<file path="src/rtl/tabellone_pkg.sv">
// Shared types and default widths for the tabellone scoreboard and the game block.
// Optional feature macro used by the top: TABELLONE_SERIE_EN.
package tabellone_pkg;

    typedef enum logic [1:0] {
        NULLA   = 2'b00,
        PRIMO   = 2'b01,
        SECONDO = 2'b10,
        PARI    = 2'b11
    } esito_t;

    typedef enum logic [1:0] {
        IDLE  = 2'b00,
        SETUP = 2'b01,
        GIOCO = 2'b10,
        FINE  = 2'b11
    } stato_t;

    localparam int CNT_W_DEF  = 8;
    localparam int TURN_W_DEF = 5;

endpackage

</file>
<file path="src/rtl/tabellone_contatore_sat.sv">
// Saturating up-counter with synchronous clear (clear wins over enable).
module contatore_sat #(
    parameter int W = 5
) (
    input  logic         clk,
    input  logic         rst_n,
    input  logic         clr,
    input  logic         en,
    output logic [W-1:0] cnt
);

    function automatic logic [W-1:0] satInc(input logic [W-1:0] v);
        return (&v) ? v : v + W'(1);
    endfunction

    always_ff @(posedge clk or negedge rst_n) begin
        if (!rst_n) begin
            cnt <= '0;
        end else if (clr) begin
            cnt <= '0;
        end else if (en) begin
            cnt <= satInc(cnt);
        end
    end

endmodule

</file>
<file path="src/rtl/tabellone.sv">
// Scoreboard: per-game turn counts, saturating cross-game totals, end-of-game strobe.
// Define TABELLONE_SERIE_EN to add longest-winning-streak outputs per player.
module tabellone
    import tabellone_pkg::*;
#(
    parameter int CNT_W  = CNT_W_DEF,
    parameter int TURN_W = TURN_W_DEF
) (
    input  logic              clk,
    input  logic              rst_n,
    input  logic              INIZIA,
    input  logic [1:0]        MANCHE,
    input  logic [1:0]        PARTITA,
    output logic [TURN_W-1:0] MANCHE_PRIMO,
    output logic [TURN_W-1:0] MANCHE_SECONDO,
    output logic [TURN_W-1:0] MANCHE_PARI,
    output logic [TURN_W-1:0] MANCHE_NULLE,
    output logic [CNT_W-1:0]  VITTORIE_PRIMO,
    output logic [CNT_W-1:0]  VITTORIE_SECONDO,
    output logic [CNT_W-1:0]  PAREGGI,
`ifdef TABELLONE_SERIE_EN
    output logic [TURN_W-1:0] SERIE_PRIMO,
    output logic [TURN_W-1:0] SERIE_SECONDO,
`endif
    output logic [1:0]        ULTIMO_ESITO,
    output logic              RISULTATO_VALIDO,
    output logic [1:0]        STATO
);

    stato_t stato, statoNext;
    esito_t manche, partita;
    logic   inSetup, inGioco, fineGioco;

    assign manche    = esito_t'(MANCHE);
    assign partita   = esito_t'(PARTITA);
    assign inSetup   = (stato == SETUP);
    // A restart in GIOCO abandons the game, so nothing is counted on that edge.
    assign inGioco   = (stato == GIOCO) && !INIZIA;
    assign fineGioco = inGioco && (partita != NULLA);

    always_ff @(posedge clk or negedge rst_n) begin
        if (!rst_n) begin
            stato <= IDLE;
        end else begin
            stato <= statoNext;
        end
    end

    always_comb begin
        statoNext        = stato;
        RISULTATO_VALIDO = 1'b0;
        STATO            = stato;
        if (INIZIA) begin
            statoNext = SETUP;
        end else begin
            case (stato)
                IDLE:  statoNext = IDLE;
                SETUP: statoNext = GIOCO;
                GIOCO: if (partita != NULLA) statoNext = FINE;
                FINE:  statoNext = IDLE;
            endcase
        end
        if (stato == FINE) RISULTATO_VALIDO = 1'b1;
    end

    contatore_sat #(.W(TURN_W)) uMancheNulle (
        .clk(clk), .rst_n(rst_n), .clr(inSetup),
        .en(inGioco && manche == NULLA), .cnt(MANCHE_NULLE));
    contatore_sat #(.W(TURN_W)) uManchePrimo (
        .clk(clk), .rst_n(rst_n), .clr(inSetup),
        .en(inGioco && manche == PRIMO), .cnt(MANCHE_PRIMO));
    contatore_sat #(.W(TURN_W)) uMancheSecondo (
        .clk(clk), .rst_n(rst_n), .clr(inSetup),
        .en(inGioco && manche == SECONDO), .cnt(MANCHE_SECONDO));
    contatore_sat #(.W(TURN_W)) uManchePari (
        .clk(clk), .rst_n(rst_n), .clr(inSetup),
        .en(inGioco && manche == PARI), .cnt(MANCHE_PARI));

    // Match totals survive SETUP; only rst_n clears them.
    contatore_sat #(.W(CNT_W)) uVittoriePrimo (
        .clk(clk), .rst_n(rst_n), .clr(1'b0),
        .en(fineGioco && partita == PRIMO), .cnt(VITTORIE_PRIMO));
    contatore_sat #(.W(CNT_W)) uVittorieSecondo (
        .clk(clk), .rst_n(rst_n), .clr(1'b0),
        .en(fineGioco && partita == SECONDO), .cnt(VITTORIE_SECONDO));
    contatore_sat #(.W(CNT_W)) uPareggi (
        .clk(clk), .rst_n(rst_n), .clr(1'b0),
        .en(fineGioco && partita == PARI), .cnt(PAREGGI));

    always_ff @(posedge clk or negedge rst_n) begin
        if (!rst_n) begin
            ULTIMO_ESITO <= 2'b00;
        end else if (fineGioco) begin
            ULTIMO_ESITO <= PARTITA;
        end
    end

`ifdef TABELLONE_SERIE_EN
    logic [TURN_W-1:0] runPrimo, runSecondo, runPrimoNext, runSecondoNext;

    function automatic logic [TURN_W-1:0] satInc(input logic [TURN_W-1:0] v);
        return (&v) ? v : v + TURN_W'(1);
    endfunction

    assign runPrimoNext   = satInc(runPrimo);
    assign runSecondoNext = satInc(runSecondo);

    // Invalid turns leave both runs untouched; draws break both.
    contatore_sat #(.W(TURN_W)) uRunPrimo (
        .clk(clk), .rst_n(rst_n),
        .clr(inSetup || (inGioco && (manche == SECONDO || manche == PARI))),
        .en(inGioco && manche == PRIMO), .cnt(runPrimo));
    contatore_sat #(.W(TURN_W)) uRunSecondo (
        .clk(clk), .rst_n(rst_n),
        .clr(inSetup || (inGioco && (manche == PRIMO || manche == PARI))),
        .en(inGioco && manche == SECONDO), .cnt(runSecondo));

    always_ff @(posedge clk or negedge rst_n) begin
        if (!rst_n) begin
            SERIE_PRIMO   <= '0;
            SERIE_SECONDO <= '0;
        end else if (inSetup) begin
            SERIE_PRIMO   <= '0;
            SERIE_SECONDO <= '0;
        end else if (inGioco) begin
            if (manche == PRIMO && runPrimoNext > SERIE_PRIMO)
                SERIE_PRIMO <= runPrimoNext;
            if (manche == SECONDO && runSecondoNext > SERIE_SECONDO)
                SERIE_SECONDO <= runSecondoNext;
        end
    end
`endif

endmodule

</file>
<file path="config.mk">
export PLATFORM = sky130hd
export DESIGN_NAME = tabellone
export DESIGN_NICKNAME = d
export VERILOG_FILES = /design/src/rtl/tabellone_pkg.sv /design/src/rtl/tabellone_contatore_sat.sv /design/src/rtl/tabellone.sv
export SDC_FILE = /design/constraint.sdc
export NUM_CORES = 1
export LEC_CHECK = 0
export CAP_MARGIN = 30
export CORE_AREA = 2 2 73 75
export CTS_BUF_LIST = sky130_fd_sc_hd__clkbuf_4 sky130_fd_sc_hd__clkbuf_8
export DETAILED_ROUTE_END_ITERATION = 8
export DIE_AREA = 0 0 75 77
export PLACE_DENSITY_LB_ADDON = 0.25
export SYNTH_ARGS = -nofsm -noshare
export SYNTH_HDL_FRONTEND = slang
export SYNTH_SLANG_ARGS = --single-unit
</file>
<file path="constraint.sdc">
create_clock -name clk -period 4.25 [get_ports clk]
set_input_delay 0.6375 -clock clk [delete_from_list [all_inputs] [get_ports clk]]
set_output_delay 0.6375 -clock clk [all_outputs]
set_load 0.1 [all_outputs]
</file>
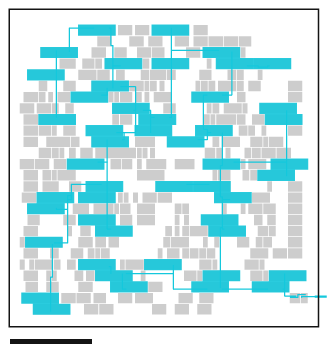
**Above:** port wiring.
Scale bar: 20 µm.
Key: cyan = rst_n [bits 1, direction input, end cells 48, wire 356 µm]
IO Port Bufs: 55
I/O Pins: 56

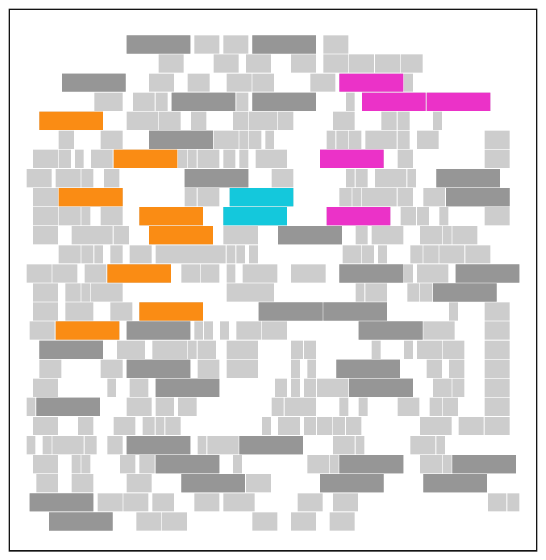
**Above:** sequential cells colored by netlist name.
Other sequential cells in the stronger gray, the rest of the logic in the fainter gray.
Key: cyan = ULTIMO_ESITO [placed flops 2]; magenta = uMancheNulle.cnt [placed flops 5]; orange = uPareggi.cnt [placed flops 8]
Another 33 sequential cells are not colored.
fraction of area in registers: 0.386
P_seq: 0.000543 W

==> CHANGELOG.md <==
### Physical design

- Largest registers: uPareggi.cnt x8, uVittoriePrimo.cnt x8, uVittorieSecondo.cnt x8
- Pwr dens: 422 nW/µm²
- Sequential share of power: 0.413
- Drt pass-1 iters: 6
- Initial antenna violation count: 0
- Basic Gates by Area: 0.239
- Clk Latency, worst-skew pair: 290 ps
- Vias per cell: 5.20
- M1 WL: 2100 µm
- R2r setup slk: 2320 ps
- Fmax: 375 MHz
- Mapped Avg Cell Area: 10.7 µm²
- Clk_skew: 6.12 ps
- Yosys reg bits: 48
- Dpl hpwl: 3290 µm
- Post-CTS setup buffers: 0
- Root Buffer: clkbuf_8
- R2R depth: 5
- CTS tree: done
- Met2 WL: 2240 µm
- Worst Path Required: 3610 ps
- Comb. pwr: 0.000512 W
- Status: completed
- P_clk: 0.000261 W
- Clock power share: 0.198
- CP Class: reg -> out
- Sw frac: 0.444
- Top cells by count: dfrtp_1, nand2_1, nor2_1
- Max_cap viols: 0
- Final hold vios: 0
- Flip-flops with a built-in enable: 0
- Gr busiest metal: met2
- Worst Tran Pin Value: 974 ps
- Top-count cell post-synth: dfrtp_1
- First-pass GRT wire length: 7960 µm
- Crit end category: output pin
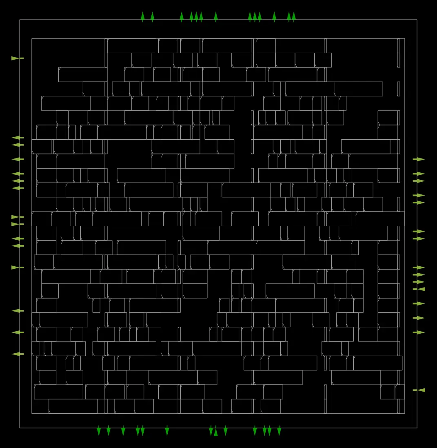
**Above:** cell placement.
# fillers: 422
Rows: 26
# Taps: 70
Core Region: 4980 µm²

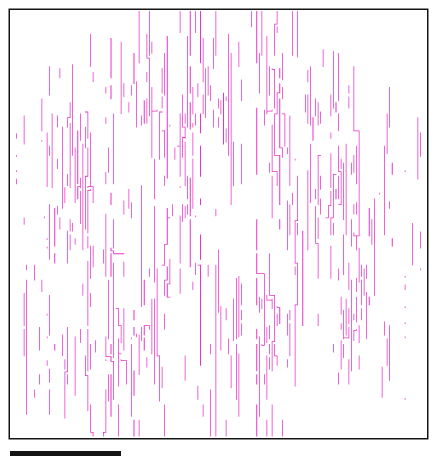
**Above:** M2 wires.
Scale bar: 20 µm.
The layer holds 49% of the routed length. The longest straight run is 30.8 µm. 252 nets have wire on it. The layer carries 2240 µm of wire.
via count: 1840
Routed WL: 4590 µm

==> area by class of cell <==
cell class / count / area, µm²
clock buffers: 6 / 76.3
clock inverters: 1 / 5.00
fillers: 422 / 1860
inverters: 2 / 7.51
multi-input cells: 171 / 1180
flip-flops and latches: 48 / 1200
well taps: 70 / 87.6
repair buffers: 56 / 553
==> critical path, stage by stage, from the launching register on <==
cell             delay [ps]
dfrtp_1                 440
ha_1                    170
clkdlybuf4s50_1        1120
==> per-stage QoR <==
stage               instance area [µm²]  total power [W]  hold slack [ps]  worst slack [ps]  instances
CTS                                3120          0.00133              459              1560        354
global placement                   3030          0.00106              496              1900        347
floorplan                          2420         0.000938              342              1700        225
finish                             3120          0.00132              433              1590        354
detailed placement                 3030          0.00107              508              1860        347
global route                       3120          0.00137              502              1490        354
No activity file was given, so power comes from the tool's default toggle rates.
